clock_wires.png
The bar under the picture is 50 µm long.
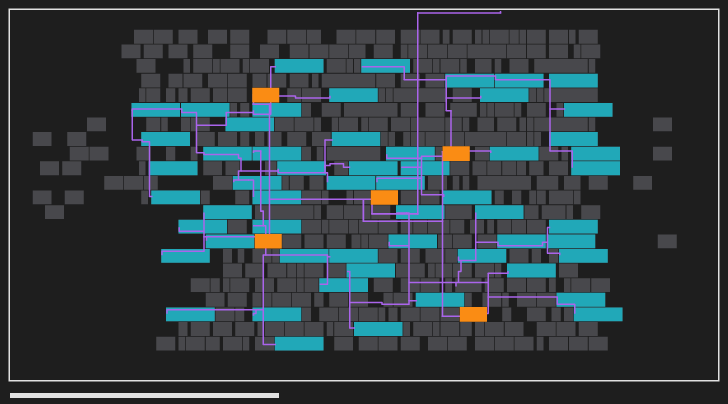
ff_map.png
Other sequential cells in the stronger gray, the rest of the logic in the fainter gray.
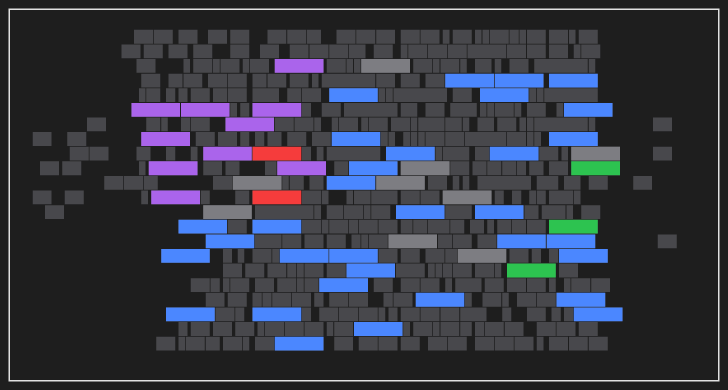
sizing.png
The bar under the picture is 50 µm long.
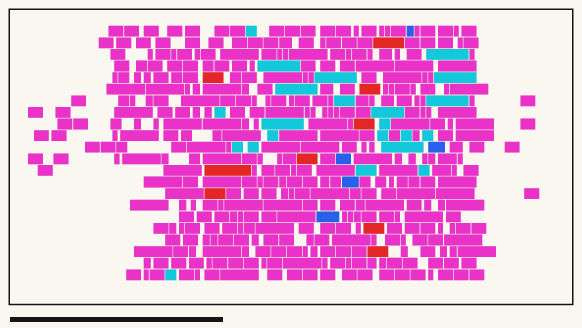
clock_nets.png
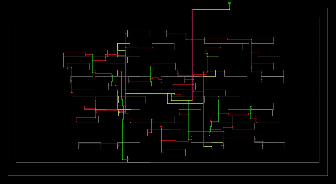
--- src/rtl/mem_arbiter_if.sv ---
// Bundled requester, halt and memory-port signals of the shared memory arbiter.
// Handshake: a requester raises x_req with we/addr/wdata and holds them stable until the
// cycle x_ack is high; that cycle is the transfer. A read returns on x_rvalid two cycles later.
interface mem_arbiter_if #(
    parameter int AW = 10,
    parameter int DW = 32
);
    logic          if_req;
    logic [AW-1:0] if_addr;
    logic          if_ack;
    logic          if_rvalid;

    logic          dm_req;
    logic          dm_we;
    logic [AW-1:0] dm_addr;
    logic [DW-1:0] dm_wdata;
    logic          dm_ack;
    logic          dm_rvalid;

    logic          dbg_req;
    logic          dbg_we;
    logic [AW-1:0] dbg_addr;
    logic [DW-1:0] dbg_wdata;
    logic          dbg_ack;
    logic          dbg_rvalid;

    logic [DW-1:0] rdata;
    logic          halt;
    logic          halt_ack;

    logic          mem_en;
    logic          mem_we;
    logic [AW-1:0] mem_addr;
    logic [DW-1:0] mem_wdata;
    logic [DW-1:0] mem_rdata;

    modport slave (
        input  if_req, if_addr, dm_req, dm_we, dm_addr, dm_wdata,
               dbg_req, dbg_we, dbg_addr, dbg_wdata, halt, mem_rdata,
        output if_ack, if_rvalid, dm_ack, dm_rvalid, dbg_ack, dbg_rvalid,
               rdata, halt_ack, mem_en, mem_we, mem_addr, mem_wdata
    );

    modport master (
        output if_req, if_addr, dm_req, dm_we, dm_addr, dm_wdata,
               dbg_req, dbg_we, dbg_addr, dbg_wdata, halt, mem_rdata,
        input  if_ack, if_rvalid, dm_ack, dm_rvalid, dbg_ack, dbg_rvalid,
               rdata, halt_ack, mem_en, mem_we, mem_addr, mem_wdata
    );
endinterface

--- src/rtl/mem_arbiter.sv ---
// Single-port memory arbiter for fetch, data and debug requesters with fetch
// anti-starvation boost and a halt/drain sequence.
module mem_arbiter #(
    parameter int AW         = 10,
    parameter int DW         = 32,
    parameter int STARVE_LIM = 4
) (
    input  logic                              clk,
    input  logic                              rst_n,
    mem_arbiter_if.slave                      bus,
    output logic [1:0]                        fsm_state,
    output logic [$clog2(STARVE_LIM+1)-1:0]   starve_cnt
);
    localparam int SW = $clog2(STARVE_LIM + 1);
    localparam logic [SW-1:0] STARVE_MAX = SW'(STARVE_LIM);

    localparam logic [1:0] ST_RUN    = 2'd0;
    localparam logic [1:0] ST_DRAIN  = 2'd1;
    localparam logic [1:0] ST_HALTED = 2'd2;

    localparam logic [1:0] OWN_IF  = 2'd0;
    localparam logic [1:0] OWN_DM  = 2'd1;
    localparam logic [1:0] OWN_DBG = 2'd2;

    logic [1:0]    state, state_nxt;
    logic [SW-1:0] starve;
    logic          if_elig, dm_elig, boost;
    logic          gnt_if, gnt_dm, gnt_dbg, gnt_any, gnt_we;
    logic [AW-1:0] gnt_addr;
    logic [DW-1:0] gnt_wdata;
    logic [1:0]    gnt_own;
    logic          p1_v, p2_v;
    logic [1:0]    p1_own, p2_own;
    logic          mem_en_q, mem_we_q, halt_ack_q;
    logic [AW-1:0] mem_addr_q;
    logic [DW-1:0] mem_wdata_q;

    // Fetch stops being eligible in the very cycle halt is raised.
    always_comb begin
        if_elig = rst_n && (state == ST_RUN) && !bus.halt;
        dm_elig = rst_n && (state != ST_HALTED);
        boost   = (starve == STARVE_MAX);
        gnt_dbg = rst_n && bus.dbg_req;
        gnt_if  = if_elig && bus.if_req && !bus.dbg_req && (boost || !bus.dm_req);
        gnt_dm  = dm_elig && bus.dm_req && !bus.dbg_req && !gnt_if;
        gnt_any = gnt_if || gnt_dm || gnt_dbg;
    end

    always_comb begin
        gnt_we    = 1'b0;
        gnt_addr  = bus.if_addr;
        gnt_wdata = '0;
        gnt_own   = OWN_IF;
        if (gnt_dbg) begin
            gnt_we    = bus.dbg_we;
            gnt_addr  = bus.dbg_addr;
            gnt_wdata = bus.dbg_wdata;
            gnt_own   = OWN_DBG;
        end else if (gnt_dm) begin
            gnt_we    = bus.dm_we;
            gnt_addr  = bus.dm_addr;
            gnt_wdata = bus.dm_wdata;
            gnt_own   = OWN_DM;
        end
    end

    // p1/p2 hold reads granted one and two cycles ago; either means memory is busy.
    always_comb begin
        state_nxt = state;
        case (state)
            ST_RUN:    if (bus.halt) state_nxt = ST_DRAIN;
            ST_DRAIN: begin
                if (!bus.halt)                         state_nxt = ST_RUN;
                else if (!bus.dm_req && !p1_v && !p2_v) state_nxt = ST_HALTED;
            end
            ST_HALTED: if (!bus.halt) state_nxt = ST_RUN;
            default:   state_nxt = ST_RUN;
        endcase
    end

    always_ff @(posedge clk or negedge rst_n) begin
        if (!rst_n) begin
            state       <= ST_RUN;
            starve      <= '0;
            halt_ack_q  <= 1'b0;
            mem_en_q    <= 1'b0;
            mem_we_q    <= 1'b0;
            mem_addr_q  <= '0;
            mem_wdata_q <= '0;
            p1_v        <= 1'b0;
            p1_own      <= OWN_IF;
            p2_v        <= 1'b0;
            p2_own      <= OWN_IF;
        end else begin
            state      <= state_nxt;
            halt_ack_q <= (state_nxt == ST_HALTED);
            if (state == ST_RUN) begin
                if (!bus.if_req || gnt_if)  starve <= '0;
                else if (starve != STARVE_MAX) starve <= starve + SW'(1);
            end
            mem_en_q <= gnt_any;
            mem_we_q <= gnt_any && gnt_we;
            if (gnt_any) begin
                mem_addr_q  <= gnt_addr;
                mem_wdata_q <= gnt_wdata;
            end
            p1_v   <= gnt_any && !gnt_we;
            p1_own <= gnt_own;
            p2_v   <= p1_v;
            p2_own <= p1_own;
        end
    end

    assign bus.if_ack     = gnt_if;
    assign bus.dm_ack     = gnt_dm;
    assign bus.dbg_ack    = gnt_dbg;
    assign bus.if_rvalid  = p2_v && (p2_own == OWN_IF);
    assign bus.dm_rvalid  = p2_v && (p2_own == OWN_DM);
    assign bus.dbg_rvalid = p2_v && (p2_own == OWN_DBG);
    assign bus.rdata      = bus.mem_rdata;
    assign bus.halt_ack   = halt_ack_q;
    assign bus.mem_en     = mem_en_q;
    assign bus.mem_we     = mem_we_q;
    assign bus.mem_addr   = mem_addr_q;
    assign bus.mem_wdata  = mem_wdata_q;
    assign fsm_state      = state;
    assign starve_cnt     = starve;
endmodule

--- src/flat_wrapper.sv ---
// flat-port wrapper written by rule: the top's interface ports become plain ports
module mem_arbiter_flat 
#(
    parameter int AW         = 10,
    parameter int DW         = 32,
    parameter int STARVE_LIM = 4
)
  (clk, rst_n, fsm_state, starve_cnt, bus_if_req, bus_if_addr, bus_dm_req, bus_dm_we, bus_dm_addr, bus_dm_wdata, bus_dbg_req, bus_dbg_we, bus_dbg_addr, bus_dbg_wdata, bus_halt, bus_mem_rdata, bus_if_ack, bus_if_rvalid, bus_dm_ack, bus_dm_rvalid, bus_dbg_ack, bus_dbg_rvalid, bus_rdata, bus_halt_ack, bus_mem_en, bus_mem_we, bus_mem_addr, bus_mem_wdata);
  mem_arbiter_if #(.AW(AW), .DW(DW)) bus_i ();
  input  logic clk;
  input  logic rst_n;
  output logic [1:0] fsm_state;
  output logic [$clog2(STARVE_LIM+1)-1:0] starve_cnt;
  input wire logic [$bits(bus_i.if_req)-1:0] bus_if_req;
  input wire logic [$bits(bus_i.if_addr)-1:0] bus_if_addr;
  input wire logic [$bits(bus_i.dm_req)-1:0] bus_dm_req;
  input wire logic [$bits(bus_i.dm_we)-1:0] bus_dm_we;
  input wire logic [$bits(bus_i.dm_addr)-1:0] bus_dm_addr;
  input wire logic [$bits(bus_i.dm_wdata)-1:0] bus_dm_wdata;
  input wire logic [$bits(bus_i.dbg_req)-1:0] bus_dbg_req;
  input wire logic [$bits(bus_i.dbg_we)-1:0] bus_dbg_we;
  input wire logic [$bits(bus_i.dbg_addr)-1:0] bus_dbg_addr;
  input wire logic [$bits(bus_i.dbg_wdata)-1:0] bus_dbg_wdata;
  input wire logic [$bits(bus_i.halt)-1:0] bus_halt;
  input wire logic [$bits(bus_i.mem_rdata)-1:0] bus_mem_rdata;
  output wire logic [$bits(bus_i.if_ack)-1:0] bus_if_ack;
  output wire logic [$bits(bus_i.if_rvalid)-1:0] bus_if_rvalid;
  output wire logic [$bits(bus_i.dm_ack)-1:0] bus_dm_ack;
  output wire logic [$bits(bus_i.dm_rvalid)-1:0] bus_dm_rvalid;
  output wire logic [$bits(bus_i.dbg_ack)-1:0] bus_dbg_ack;
  output wire logic [$bits(bus_i.dbg_rvalid)-1:0] bus_dbg_rvalid;
  output wire logic [$bits(bus_i.rdata)-1:0] bus_rdata;
  output wire logic [$bits(bus_i.halt_ack)-1:0] bus_halt_ack;
  output wire logic [$bits(bus_i.mem_en)-1:0] bus_mem_en;
  output wire logic [$bits(bus_i.mem_we)-1:0] bus_mem_we;
  output wire logic [$bits(bus_i.mem_addr)-1:0] bus_mem_addr;
  output wire logic [$bits(bus_i.mem_wdata)-1:0] bus_mem_wdata;
  assign bus_i.if_req = bus_if_req;
  assign bus_i.if_addr = bus_if_addr;
  assign bus_i.dm_req = bus_dm_req;
  assign bus_i.dm_we = bus_dm_we;
  assign bus_i.dm_addr = bus_dm_addr;
  assign bus_i.dm_wdata = bus_dm_wdata;
  assign bus_i.dbg_req = bus_dbg_req;
  assign bus_i.dbg_we = bus_dbg_we;
  assign bus_i.dbg_addr = bus_dbg_addr;
  assign bus_i.dbg_wdata = bus_dbg_wdata;
  assign bus_i.halt = bus_halt;
  assign bus_i.mem_rdata = bus_mem_rdata;
  assign bus_if_ack = bus_i.if_ack;
  assign bus_if_rvalid = bus_i.if_rvalid;
  assign bus_dm_ack = bus_i.dm_ack;
  assign bus_dm_rvalid = bus_i.dm_rvalid;
  assign bus_dbg_ack = bus_i.dbg_ack;
  assign bus_dbg_rvalid = bus_i.dbg_rvalid;
  assign bus_rdata = bus_i.rdata;
  assign bus_halt_ack = bus_i.halt_ack;
  assign bus_mem_en = bus_i.mem_en;
  assign bus_mem_we = bus_i.mem_we;
  assign bus_mem_addr = bus_i.mem_addr;
  assign bus_mem_wdata = bus_i.mem_wdata;
  mem_arbiter #(.AW(AW), .DW(DW), .STARVE_LIM(STARVE_LIM)) u_core (.clk(clk), .rst_n(rst_n), .bus(bus_i), .fsm_state(fsm_state), .starve_cnt(starve_cnt));
endmodule
--- config.mk ---
export PLATFORM = sky130hd
export DESIGN_NAME = mem_arbiter_flat
export DESIGN_NICKNAME = d
export VERILOG_FILES = /design/src/rtl/mem_arbiter_if.sv /design/src/rtl/mem_arbiter.sv /design/src/flat_wrapper.sv
export SDC_FILE = /design/constraint.sdc
export NUM_CORES = 1
export LEC_CHECK = 0
export CORE_ASPECT_RATIO = 0.5
export CORE_MARGIN = 3
export CORE_UTILIZATION = 39
export CTS_BUF_LIST = sky130_fd_sc_hd__clkbuf_4 sky130_fd_sc_hd__clkbuf_8
export CTS_CLUSTER_DIAMETER = 30
export DETAILED_ROUTE_END_ITERATION = 8
export PLACE_DENSITY = 0.95
export SLEW_MARGIN = 15
export SYNTH_ARGS = -nofsm -noshare
export SYNTH_HDL_FRONTEND = slang
export SYNTH_SLANG_ARGS = --single-unit
--- constraint.sdc ---
create_clock -name clk -period 3.4 [get_ports clk]
set_input_delay 0.34 -clock clk [delete_from_list [all_inputs] [get_ports clk]]
set_output_delay 0.34 -clock clk [all_outputs]
set_load 0.05 [all_outputs]
==> flow_metrics.env <==
# flow metrics
export IMPL_num_vias=2737
export IMPL_yosys_area_share_adder_pct=0.8110
export IMPL_cts_root_buf="clkbuf_8"
export IMPL_yosys_cells=299
export IMPL_rsz0062_at_grt="false"
export IMPL_r2r_start="u_core.fsm_state[1]$_DFF_PN0_"
export IMPL_whs_endpoint="u_core.p2_own[1]$_DFF_PN0_"
export IMPL_postCtsSetupBuffers=0
export IMPL_critPathKind="input port to output port"
export IMPL_fp_dieW_um=131.8
export IMPL_fin_cells=535
export IMPL_period_used_pct=82.71
export IMPL_crit_path_top_delay_cell="dlygate4sd3_1"
export IMPL_critical_path_top_delay_family="buffers and inverters"
export IMPL_top_cell="dfrtp_1"
export IMPL_finalHoldViolCount=0
export IMPL_antenna_diode_count=0
export IMPL_yosysWarnings=0
export IMPL_cts_resized_gates=0
export IMPL_largest_area_cell="dfrtp_1"
export IMPL_initCoreUtil_pct=41.21
export IMPL_viasPerCell=5.116
export IMPL_ctsHoldBuffers=1
export IMPL_hpwlAfterDp_um=7163
export IMPL_synth_edff_count=0
export IMPL_grt_use_total_pct=20.94
export IMPL_cp_max_fo=20
export IMPL_timing_final_ws_setup_ns=0.5878
export IMPL_synthSimpleGateAreaFrac_pct=11.44
export IMPL_ys_flop_type="dfrtp_1"
export IMPL_whs_path_depth=0
export IMPL_final_core_util_pct=62.58
export IMPL_largest_reg_flops=32
export IMPL_openroad_warnings=27
export IMPL_avgSynthCellArea_um2=10.32
export IMPL_ir_worst_vdd_uv=175.4
export IMPL_r2r_end="u_core.bus.mem_wdata[31]$_DFFE_PN0P_"
export IMPL_ys_types=37
export IMPL_dieArea_um2=9080
export IMPL_antenna_found_initial=0
export IMPL_nets=562
export IMPL_cpMostUsedCell="buf_4"
export IMPL_drv_slew=0
export IMPL_gp_congestion=0.7783
export IMPL_synthAoiAreaFrac_pct=18.86
export IMPL_hold_slack_ns=0.3604
export IMPL_r2r_slack_ns=0.92
export IMPL_routed_wl_um=9754
export IMPL_worstPathRequired_ns=3.06
export IMPL_core_area_um2=7487
export IMPL_tns_ns=0
export IMPL_worstSetupEndpointType="output port"
export IMPL_endpoint="bus_dm_ack"
export IMPL_topCellsByArea="dfrtp_1 45%, mux2i_1 9.7%, buf_4 8.3%"
export IMPL_cp_cell_sequence="dlygate4sd3_1, buf_2, buf_4, nor2b_1, o2111ai_2, inv_1, buf_4"
export IMPL_outcome="finished clean"
export IMPL_lay_top_count="clkdlybuf4s50_1"
export IMPL_start_kind="input port"
export IMPL_netlist_area_um2=3085
export IMPL_ys_sh_xor_pct=0
Back to the opening pictures, clock_wires.png:
Purple marks clock wires, length 686 µm. Cyan marks flip-flops, count 56. Orange marks clock-net drivers, count 5.
There are 6 routed clock nets.

Back to the opening pictures, ff_map.png:
Green marks u_core.starve_cnt, flops 3. Blue marks u_core.bus.mem_wdata, flops 32. Purple marks u_core.bus.mem_addr, flops 10. Red marks u_core.p2_own, flops 2.
Another 9 sequential cells are not colored.
P_seq: 820 µW
Seq/total area: 29.91%
Register Area: 1401 µm²

Back to the opening pictures, sizing.png:
Magenta marks x1 and smaller, cells 391, most used clkdlybuf4s50_1. Red marks x6 and larger, cells 9, most used clkbuf_8. Cyan marks x3 and x4, cells 22, most used buf_4. Blue marks x2, cells 5.

Back to the opening pictures, clock_nets.png:
skew final: 0.005511 ns
clock buffers: 7

## worst register-to-register path: cells and delay by family (launching register included)
kind	cells	cell delay, ns
AND-OR/OR-AND	2	0.95
AND/OR/NAND/NOR	2	0.91
flip-flops	1	0.46
## power by group
part | switching (µW) | total (µW) | internal, µW
registers | 63.3 | 820 | 757
clock network | 225 | 486 | 260
logic | 541 | 903 | 362
total | 830 | 2210 | 1380
## final cells by class
type | instances | area (µm²)
clock buffer | 7 | 96.34
clock inverter | 1 | 30.03
fill | 564 | 2801
inverter | 22 | 82.58
multi-input combinational | 174 | 1291
sequential | 56 | 1401
tap | 108 | 135.1
timing repair buffer | 167 | 1649
## metal layers
layer  GRT usage (%)  share of wire, %
met5               0                 0
met4           9.948               3.3
met3           3.623               4.5
met2           39.81                54
met1           23.93                38
Power and IR drop assume default switching activity.
